Signal metal coverage by tile:
22 x 11 tiles, from dark blue (low) to red (high), scaled to the fullest tile. Values are wire area over tile area, all layers added.
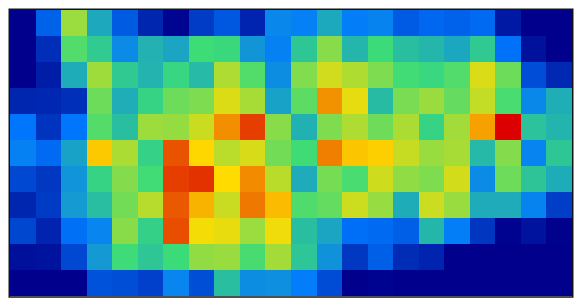
Placed standard cells:
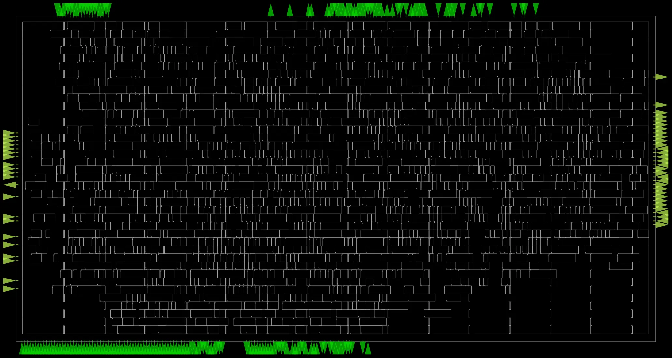
Clock network drawn from the DEF:
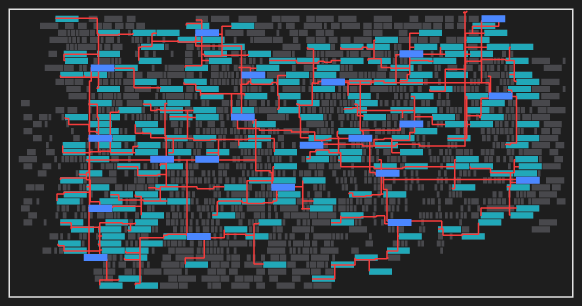
Design dfx_debug_reg_bank_flat, sky130hd; sources not shown.
==> summary.txt <==
impl run done, here's what came out: Final Power=19.62 mW, buffering overhead=0.2036, Starting DRT DRC Count=856, CTS Root Cell=clkbuf_16, GR Util met1=0.3557, busiest grt layer=met2, OpenROAD warning count=89, Net count, final=1582, Final Hold Slack=0.3482 ns, Psw=8.381 mW, setup_tns=0 ns, post-synthesis cell count=1247, min cycle time layout=1.753 ns, die span in x=217.7 µm, ys cells=1247, Top pwr grp=combinational logic, simple share=0.2940, outcome=finished, final reports clean, CP cell instances=inv_1 > nor2_2 > buf_12, Comb/total area=0.3173, dominant logic cell type in the layout=nand2_1, global-route wire length before repair=47.75 mm, largest net degree at the start of global routing=58, Clock Path Buffers=3, Top Layout Cells=nand2_1, dfrtp_1, nand3_1, nor2_1, clkdlybuf4s50_1, IO Pins=235, post-synth cell types=39, Non-CTS buffers=206, Largest area class, layout=sequential cells, Init Core Util=0.4547, area grow syn2layout=35.59%, cycle use final=0.9225, crit path kind=reg -> out, post-synth area from yosys stat=10270 µm², Mapped Area=10270 µm², sequential share of cell area=0.3740, dpl ws=-0.05605 ns, Yosys top cell by instances=nand2_1, vias in the first global route=8934, CTS tree=done, Core ar.=22590 µm², Max-area cell share=0.5067, Synth Area in Adders=0.001218, XORs/XNORs by Area=0.01876, Rel. slew slack=0.5750, Clk pin slew, worst setup/hold paths=0.07 ns, Overflow after GRT=0, Logic pwr share=0.413
Notes on 'signal metal coverage by tile' above:
nearly empty tiles = 11%
tiles over half the peak = 39%
mean over tiles = 0.19
emptiest ninth of the die = south-east
Avg WL per Cell: 16.90 µm
total track usage: 0.2471
via count: 9096

Notes on 'placed standard cells' above:
Seq cells: 208
FILL cells: 1888
Non-Filler Instances: 1742

Notes on 'clock network drawn from the DEF' above:
clock wires -> red  # length 2580 µm
clock-net drivers -> blue  # count 21
flip-flops -> cyan  # count 208
routed clock nets = 22
clock group power: 4.45 mW
clock skew: 0.01659 ns

Power figures rest on the tool's default switching activity, not on a simulated workload.
